Design bcd_binary_seq, sky130hd; sources not shown.
Run 1, floorplan with the power grid:
Drawn at 6 px/um. Pins as bars on the die edge. Tap cells in gray.
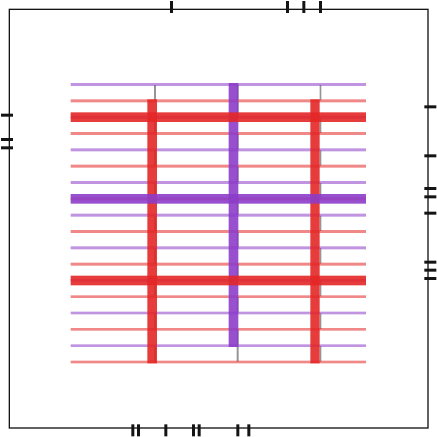
VSS: in red. VDD: in purple.
3 straps on met4. 18 met1 rails follow the rows. The core has 17 rows.
CORE AREA: 2276 um^2
Die Wd: 69.55 um

Run 1, cell classes on the final placement:
Drawn at 6 px/um. Fill, decap, tap and diode cells in gray.
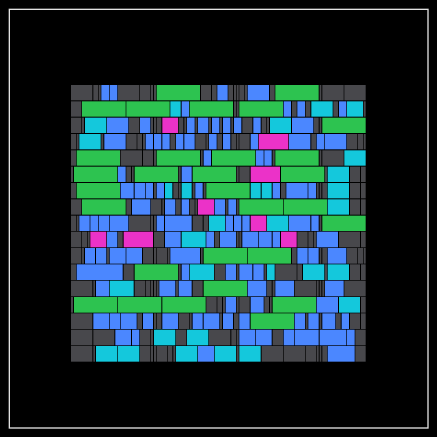
other buffers and delay cells: in cyan, cells 30. all other logic: in blue, cells 111. clock drivers and dummy loads: in magenta, cells 8. flip-flops: in green, cells 30.
utilization after layout: 72.68%
Seq/total area: 36.31%
final instance area: 1654 um^2

Run 1, clock distribution:
Drawn at 6 px/um.
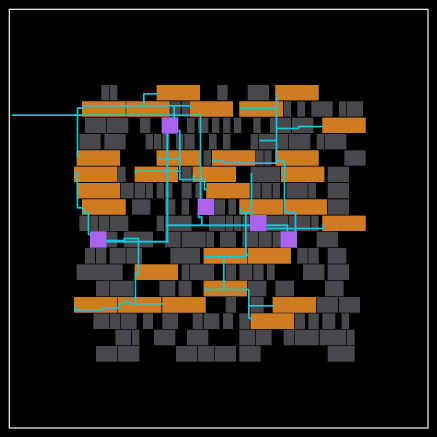
clock wires: in cyan, length 334 um. flip-flops: in orange, count 30. cells driving clock nets: in purple, count 5.
There are 6 routed clock nets.
Setup Skew: 0.007326 ns
Late-Pin Clk Latency: 0.32 ns
clock share of power: 36.6%
clk pwr: 0.290 mW

==> impl_metrics.json, run 1 <==
{
  "grt_antenna_before_repair": 0,
  "cp.arrival_ns": 2.00,
  "grt_use_total_pct": 12.37,
  "syn2layout_area_growth_pct": 22.52,
  "status": "finished, final reports clean",
  "crit_path_top_delay_cell": "clkdlybuf4s50_1",
  "netlist_area_um2": 1350,
  "synthArstFlopShare_pct": 0,
  "avgRoutedWirePerCell_um": 14.09,
  "layout-drive-gt1-share_pct": 11.17,
  "grt_pass1_vias": 1150,
  "path_cells": "nand2b_4, clkinv_1, buf_2, clkdlybuf4s50_1",
  "cts.sink_count": 30,
  "hold_viol": 0,
  "overflow": 0,
  "cts_resized": 0,
  "syn_inst": 152,
  "slew_viol_final": 0,
  "htree_levels": 2,
  "path_depth": 4,
  "finalSetupTns_ns": 0,
  "dieArea_um2": 4837,
  "mostFrequentLayoutCells": "nand2_1, dfxtp_1, clkdlybuf4s50_1",
  "top_area_cell": "dfxtp_1",
  "leakagePower_nw": 0.5728,
  "slowest_delay_ns": 0.57,
  "path_delay_family": "buffers and inverters",
  "syn_nets": 166,
  "ys_warn_count": 0,
  "ys_types": 30,
  "drc": 0,
  "crit_type": "register to output pin",
  "whs_path_depth": 2,
  "avgSynthCellArea_um2": 8.882,
  "routed_wl_mm": 2.917,
  "cts-root-buf": "clkbuf_4",
  "cts_buffers": 5,
  "grt_max_degree": 11,
  "routed-via-count": 1127,
  "rsz0062_at_grt": "false"
}
[run 1: cell type report]
class | count | area, um^2 | share of cell area [%]
Inverter | 3 | 11.26 | 0.6808
Sequential cell | 30 | 600.6 | 36.31
Clock buffer | 8 | 78.83 | 4.765
Buffer | 11 | 76.32 | 4.614
Tap cell | 28 | 35.03 | 2.118
Timing Repair Buffer | 19 | 190.2 | 11.50
Multi-Input combinational cell | 108 | 661.9 | 40.02
[run 1: kinds of logic after synthesis]
| family | Yosys count | share of synthesized area (%) |
|---|---|---|
| buffers and inverters | 14 | 6.486 |
| adder cells (fa/ha/maj) | 3 | 2.781 |
| flip-flops | 30 | 44.49 |
| AND/OR/NAND/NOR | 59 | 21.04 |
| multiplexers | 11 | 8.249 |
| XOR/XNOR | 4 | 2.595 |
| other | 1 | 0.2778 |
| AND-OR/OR-AND | 30 | 14.09 |
[run 1: tightest hold or removal path, stage by stage, from the launching register on]
cell and delay, ns:
dfxtp_1 0.32, nand2_1 0.05, mux2i_1 0.05
[run 1: metrics by stage]
step                hold WS, ns  instance area (um^2)  total power [mW]  std cells  worst slack, ns
finish                   0.4590                  1654            0.7928        207           0.4145
global route             0.4959                  1654            0.8309        207           0.2852
CTS                      0.4623                  1654            0.7980        207           0.3994
detailed placement       0.4493                  1575            0.5117        199           0.7534
global placement         0.4433                  1575            0.5075        199           0.8028
floorplan                0.4366                  1350            0.4806        152            1.531
[run 1: routing by layer]
layer / global-route usage (%) / routed length, um / up-vias
li1: - / - / 566
met5: 0 / 0 / -
met1: 13.12 / 1225 / 523
met3: 5.278 / 217 / 7
met4: 4.435 / 48 / 0
met2: 21.17 / 1426 / 31
[run 1: where the power goes]
group          internal (mW)  switching (mW)
logic                 0.0403          0.0467
clock network          0.159           0.131
registers              0.406         0.00974
Run 1, routing congestion map:
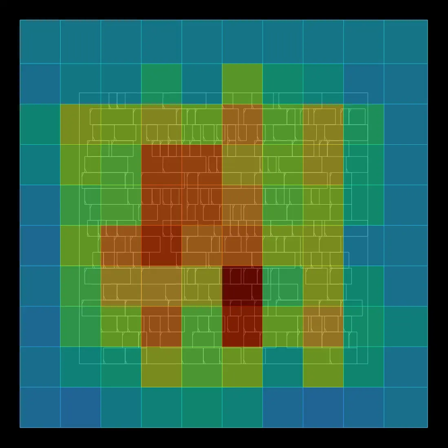

## Run 2: what changed since run 1
- CORE_ASPECT_RATIO: default -> 0.6
- SKIP_CTS_REPAIR_TIMING: default -> 1
Run 2, routing congestion map:
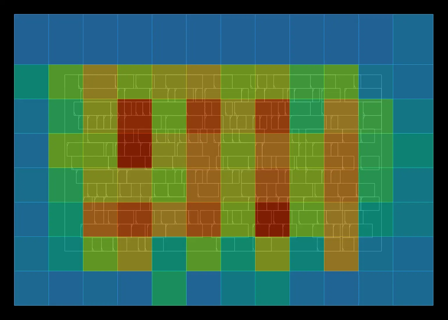
Routed WL per cell: 14.85 um
utilization after layout: 75.20%
GRT Total Usage: 13.62%
met1 Resource Use GR: 17.27%
GRT busiest layer: met2

Run 2, cell classes on the final placement:
Drawn at 6 px/um. Fill, decap, tap and diode cells in gray.
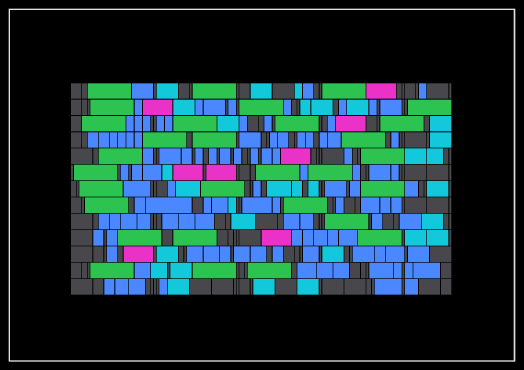
all other logic: in blue, cells 111. flip-flops: in green, cells 30. other buffers and delay cells: in cyan, cells 30. clock drivers and dummy loads: in magenta, cells 8.
CORE AREA: 2245 um^2
final instance area: 1688 um^2
Seq/total area: 35.58%
row count: 13

==> run 2 against run 1 <==
Effect of this change:
- global-route usage rose by 1.3 points
- non-clock buffer count did not move
- synthesized cell count did not move
- via count fell by 0.89%
- largest cell class unchanged
==> impl_metrics.json, run 2 <==
{
  "status": "finished, final reports clean",
  "routed_via_density": 5.344,
  "place_area_um2": 1578,
  "synth_stat.cells": 152,
  "hold_viol": 0,
  "path_clk_slew_ns": 0.06,
  "fp_util_pct": 60.14,
  "slew_viol_final": 0,
  "port_buffers": 19,
  "routed_wl_mm": 3.104,
  "syn2layout_area_growth_pct": 25.02,
  "regToRegSetupSlack_ns": 1.63,
  "clk_path_buf_depth": 2,
  "cp.arrival_ns": 1.95,
  "layout-drive-gt1-share_pct": 11.17,
  "cts_tree": "built",
  "largest_reg_flops": 15,
  "edf_count": 0,
  "met1_length_mm": 1.467,
  "setup_ws_ns": 0.4613,
  "dieArea_um2": 4901,
  "ys_sh_mux_pct": 8.248,
  "ys_sh_adder_pct": 2.780,
  "yosys-top-cells-area": "dfxtp_1, nand2_1, mux2i_1, a21oi_1, nand3_1",
  "layout.nets": 192,
  "lay_top_count": "nand2_1",
  "total_power_mw": 0.8830,
  "cts.sink_count": 30,
  "netlist_area_um2": 1350,
  "top_layer": "met4",
  "grt_pass1_wl_mm": 5.395,
  "max_freq_ghz": 0.3908,
  "setup_viol": 0,
  "cts-root-buf": "clkbuf_8",
  "whs_ns": 0.4537,
  "overflow": 0,
  "finalNonFillerCells": 209,
  "crit_type": "register to output pin",
  "irDropWorstVdd_mv": 0.3676,
  "place_ws_ns": 0.7831,
  "p_per_area_nw_per_um2": 523.1,
  "cts_buffers": 5,
  "syn_inst": 152,
  "clock_latency_ns": 0.28,
  "syn_nets": 166,
  "grt_antenna_before_repair": 0,
  "drtIter0Drc": 110,
  "mostFrequentLayoutCells": "nand2_1, dfxtp_1, clkdlybuf4s50_1",
  "ys_types": 30,
  "synthSimpleGateAreaFrac_pct": 21.04,
  "maxCapViolCount": 0,
  "required_ns": 2.42,
  "finalSetupTns_ns": 0,
  "top_area_cell": "dfxtp_1",
  "drc": 0,
  "antenna_cells": 0,
  "synthFlopType": "dfxtp_1",
  "leakagePower_nw": 0.5858,
  "tool_warnings": 28,
  "fp.dieW_um": 83.96,
  "met2_length_mm": 1.384,
  "common_cells": "nand2_1, dfxtp_1, a21oi_1, nand3_1, mux2i_1",
  "skew_ns": 0.004202,
  "min_path_type": "register to register",
  "routed-via-count": 1117,
  "dpl.cell_count": 201,
  "grt_pass1_vias": 1047,
  "htree_levels": 2,
  "die_y_um": 58.38,
  "xor_share_pct": 2.595,
  "synthArstFlopShare_pct": 0,
  "drtPass1Iterations": 6,
  "whs_path_depth": 2,
  "avgSynthCellArea_um2": 8.882,
  "routed-wl-met3_um": 244,
  "reg2reg_depth": 5,
  "ys_warn_count": 0,
  "path_max_fanout": 10,
  "rsz0062_at_grt": "false",
  "cp-start-kind": "register",
  "ys_sh_aoi_pct": 14.09,
  "grt_max_degree": 11,
  "final.min_clock_period_ns": 2.559,
  "finalCritPeriodShare_pct": 84.73,
  "hpwl_mm": 2.167,
  "synthTopLogicFamily": "simple AND/OR/NAND/NOR gates"
}
## run 2: power breakdown
| group | switching (mW) | total, mW | internal (mW) | leakage, nW |
|---|---|---|---|---|
| Sequential | 0.00941 | 0.416 | 0.406 | 0.243 |
| Combinational | 0.0486 | 0.0889 | 0.0404 | 0.285 |
| Clock | 0.149 | 0.378 | 0.230 | 0.0575 |
## run 2: layout make-up
| cell class | instances | area [um^2] |
|---|---|---|
| multi-input combinational | 108 | 661.9 |
| sequential | 30 | 600.6 |
| fill | 163 | 556.8 |
| timing repair buffer | 19 | 190.2 |
| clock buffer | 8 | 110.1 |
| buffer | 11 | 76.32 |
| tap | 30 | 37.54 |
| inverter | 3 | 11.26 |
## run 2: critical path, cell delays in order (launching register included)
cell and delay (ns):
dfxtp_1 0.41, nand2b_4 0.17, clkinv_1 0.25, buf_2 0.29, clkdlybuf4s50_1 0.56
## run 2: logic make-up (layout without fill, tap and decap cells)
| family | after synthesis | after routing |
|---|---|---|
| buf+inv | 14 | 41 |
| compound gates | 30 | 30 |
| fa+ha+maj | 3 | 3 |
| xor+xnor | 4 | 4 |
| mux | 11 | 11 |
| other cells | 1 | 1 |
| flops | 30 | 30 |
| simple gates | 59 | 59 |
## run 2: per-layer routing
layer / track usage (%) / up-vias
li1: - / 563
met1: 17.27 / 515
met2: 20.46 / 37
met3: 5.769 / 2
met4: 4.513 / 0
met5: 0 / -
No activity file was given, so power comes from the tool's default toggle rates.
